--- src/rtl/hazard_pkg.sv ---
// Shared types and constants for the pipeline hazard controller:
// memory-handshake FSM states, the x0 register index and the default counter width.
package hazard_pkg;

    typedef enum logic [1:0] {
        MEM_IDLE = 2'd0,
        MEM_WAIT = 2'd1,
        MEM_DONE = 2'd2
    } mem_state_e;

    localparam logic [4:0] REG_X0        = 5'd0;
    localparam int         DEFAULT_CNT_W = 32;

endpackage

--- src/rtl/pipeline_hazard_ctrl_sat_counter.sv ---
// Saturating up-counter with synchronous clear and count enable; holds at all-ones.
module sat_counter #(
    parameter int W = 32
) (
    input  logic         clk_i,
    input  logic         clr_i,
    input  logic         en_i,
    output logic [W-1:0] cnt_o
);

    logic [W-1:0] cnt_q;
    logic [W-1:0] cnt_d;

    always_comb begin
        cnt_d = cnt_q;
        if (clr_i) begin
            cnt_d = '0;
        end else if (en_i && (cnt_q != {W{1'b1}})) begin
            cnt_d = cnt_q + W'(1);
        end
    end

    always_ff @(posedge clk_i) begin
        cnt_q <= cnt_d;
    end

    assign cnt_o = cnt_q;

endmodule

--- src/rtl/pipeline_hazard_ctrl.sv ---
// Load-use stall, branch flush and data-memory handshake control for a 5-stage pipeline.
// Define HAZARD_PERF_CNT_EN to build the three saturating performance counters.
module pipeline_hazard_ctrl
    import hazard_pkg::*;
#(
    parameter int CNT_W = DEFAULT_CNT_W
) (
    input  logic             clk_i,
    input  logic             rst_i,
    input  logic [4:0]       id_rs1_i,
    input  logic [4:0]       id_rs2_i,
    input  logic             ex_memread_i,
    input  logic [4:0]       ex_rd_i,
    input  logic             branch_taken_i,
    input  logic             mem_req_i,
    input  logic             mem_ack_i,
    output logic             stall_o,
    output logic             stall_all_o,
    output logic             flush_o,
    output logic             mem_cmd_o,
    output logic [CNT_W-1:0] stall_cnt_o,
    output logic [CNT_W-1:0] flush_cnt_o,
    output logic [CNT_W-1:0] memwait_cnt_o
);

    mem_state_e state_q;
    mem_state_e state_d;
    logic       mem_cmd_raw;
    logic       stall_all_raw;
    logic       load_use_raw;

    always_ff @(posedge clk_i) begin
        if (!rst_i) begin
            state_q <= MEM_IDLE;
        end else begin
            state_q <= state_d;
        end
    end

    // An ack seen outside WAIT is stale and deliberately dropped.
    always_comb begin
        state_d = state_q;
        case (state_q)
            MEM_IDLE: if (mem_req_i) state_d = MEM_WAIT;
            MEM_WAIT: if (mem_ack_i) state_d = MEM_DONE;
            MEM_DONE: state_d = MEM_IDLE;
            default:  state_d = MEM_IDLE;
        endcase
    end

    always_comb begin
        mem_cmd_raw   = 1'b0;
        stall_all_raw = 1'b0;
        case (state_q)
            MEM_IDLE: begin
                mem_cmd_raw   = mem_req_i;
                stall_all_raw = mem_req_i;
            end
            MEM_WAIT: stall_all_raw = 1'b1;
            default: begin
                mem_cmd_raw   = 1'b0;
                stall_all_raw = 1'b0;
            end
        endcase
    end

    always_comb begin
        load_use_raw = ex_memread_i && (ex_rd_i != REG_X0) &&
                       ((ex_rd_i == id_rs1_i) || (ex_rd_i == id_rs2_i));
    end

    // Every control output is held low while reset is asserted.
    assign stall_o     = rst_i && load_use_raw;
    assign stall_all_o = rst_i && stall_all_raw;
    assign mem_cmd_o   = rst_i && mem_cmd_raw;
    assign flush_o     = rst_i && branch_taken_i && !load_use_raw && !stall_all_raw;

`ifdef HAZARD_PERF_CNT_EN
    logic cnt_clr;
    logic cnt_en [3];

    assign cnt_clr   = !rst_i;
    assign cnt_en[0] = stall_o && !stall_all_o;
    assign cnt_en[1] = flush_o;
    assign cnt_en[2] = stall_all_o;

    logic [CNT_W-1:0] cnt_val [3];

    for (genvar gi = 0; gi < 3; gi++) begin : g_cnt
        sat_counter #(
            .W (CNT_W)
        ) u_cnt (
            .clk_i (clk_i),
            .clr_i (cnt_clr),
            .en_i  (cnt_en[gi]),
            .cnt_o (cnt_val[gi])
        );
    end

    assign stall_cnt_o   = cnt_val[0];
    assign flush_cnt_o   = cnt_val[1];
    assign memwait_cnt_o = cnt_val[2];
`else
    assign stall_cnt_o   = '0;
    assign flush_cnt_o   = '0;
    assign memwait_cnt_o = '0;
`endif

endmodule
--- config.mk ---
export PLATFORM = sky130hd
export DESIGN_NAME = pipeline_hazard_ctrl
export DESIGN_NICKNAME = d
export VERILOG_FILES = /design/src/rtl/hazard_pkg.sv /design/src/rtl/pipeline_hazard_ctrl_sat_counter.sv /design/src/rtl/pipeline_hazard_ctrl.sv
export SDC_FILE = /design/constraint.sdc
export NUM_CORES = 1
export LEC_CHECK = 0
export ABC_AREA = 1
export CAP_MARGIN = 20
export CORE_ASPECT_RATIO = 2
export CORE_MARGIN = 5
export CORE_UTILIZATION = 29
export DETAILED_ROUTE_END_ITERATION = 12
export PLACE_DENSITY = 0.9
export RECOVER_POWER = 50
export REMOVE_ABC_BUFFERS = 1
export SKIP_CTS_REPAIR_TIMING = 1
export SYNTH_ARGS = -nofsm -noshare
export SYNTH_HDL_FRONTEND = slang
export SYNTH_SLANG_ARGS = --single-unit
--- constraint.sdc ---
create_clock -name clk_i -period 1.4 [get_ports clk_i]
set_clock_uncertainty 0.15 [all_clocks]
set_input_delay 0.14 -clock clk_i [delete_from_list [all_inputs] [get_ports clk_i]]
set_output_delay 0.14 -clock clk_i [all_outputs]
set_load 0.01 [all_outputs]
**Drive-strength map**

(4 px per um)
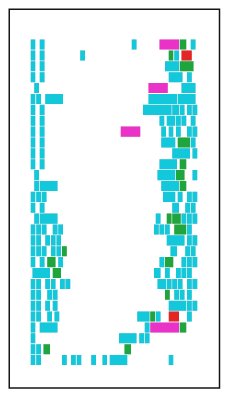
green -> _2 cells  # cells 19
cyan -> _0 and _1 cells  # cells 167
magenta -> _6 and larger  # cells 4
red -> _3 and _4 cells  # cells 2

==> results.json <==
{
  "status": "complete, no violations",
  "r2r_start": "state_q[1]",
  "wl_per_cell_um": 8.81,
  "dp_cells": 237,
  "io_buffer_count": 24,
  "dieWidth_um": 52.2,
  "holdWs_ns": 0.134,
  "fin_ws_ns": 0.0643,
  "nets": 215,
  "finalCritPeriodShare_pct": 95.4,
  "cts_tree": "built",
  "clk_share_pct": 3.86,
  "insertion_delay_ns": 0.21,
  "min-delay-path-class": "in -> reg",
  "synth_flops": 2,
  "fin_crit_ns": 1.34,
  "grt_max_degree": 5,
  "final_max_slew_viol_count": 0,
  "power_density_nw_per_um2": 527,
  "finalPower_uw": 564,
  "utilization_pct": 31.4,
  "htree_levels": 1,
  "die_y_um": 94.3,
  "num_rows": 30,
  "via_per_inst": 3.28,
  "hold_viol_final": 0,
  "pre_cts_ws_ns": -0.789,
  "synth_stat.cells": 163,
  "cts.clk_slew.worst_paths_ns": 0.03,
  "logic_gates": 143,
  "drive_above_1_share_pct": 13.0,
  "sh_comb_area_pct": 54.7,
  "nWellTaps": 48,
  "seq_area_um2": 40.0,
  "required_ns": 1.11,
  "min_from": "mem_req_i",
  "synth-xor-area-share_pct": 1.70,
  "setup_viol": 0,
  "nClkBuffers": 3,
  "ys_async_sr_fraction_pct": 0,
  "vias": 786,
  "ys_chip_area_um2": 1030,
  "diodes": 0,
  "comb_area_um2": 586,
  "ioPinCount": 121,
  "stdcell_area_um2": 1070,
  "grt_usage_pct": 7.69,
  "largest_reg_flops": 2,
  "dpl_cell_area_um2": 1000,
  "buffer_area_share_pct": 26.2
}
**Cells coloured by class**

(6 px per um)
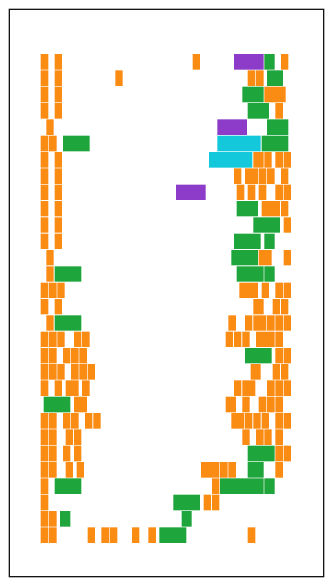
cyan -> sequential cells  # cells 2
purple -> clock drivers  # cells 3
green -> remaining buffers and delay cells  # cells 27
orange -> combinational and other logic  # cells 160

-- critical path, delay by kind of cell, from the launching register on --
family                 cells  cell delay [ns]
AOI/OAI and AO/OA          2             0.27
and+or+nand+nor            1             0.11
buffers and inverters      1             0.14
DFF                        1             0.32
-- cells in the mapped netlist (2+ instances only) --
| cell | instances | area (um^2) |
|---|---|---|
| nand2_1 | 25 | 93.8 |
| inv_2 | 3 | 11.3 |
| dfxtp_1 | 2 | 40.0 |
| xnor2_1 | 2 | 17.5 |
| buf_4 | 96 | 721 |
| o21ai_0 | 2 | 10.0 |
| nand3_1 | 4 | 20.0 |
| nor2_1 | 10 | 37.5 |
| inv_1 | 14 | 52.6 |
-- power by group --
part           internal (mW)  switching, mW
registers             0.0612        0.00295
logic                 0.0827          0.192
clock network          0.182         0.0437
total                  0.326          0.238
Power figures rest on the tool's default switching activity, not on a simulated workload.
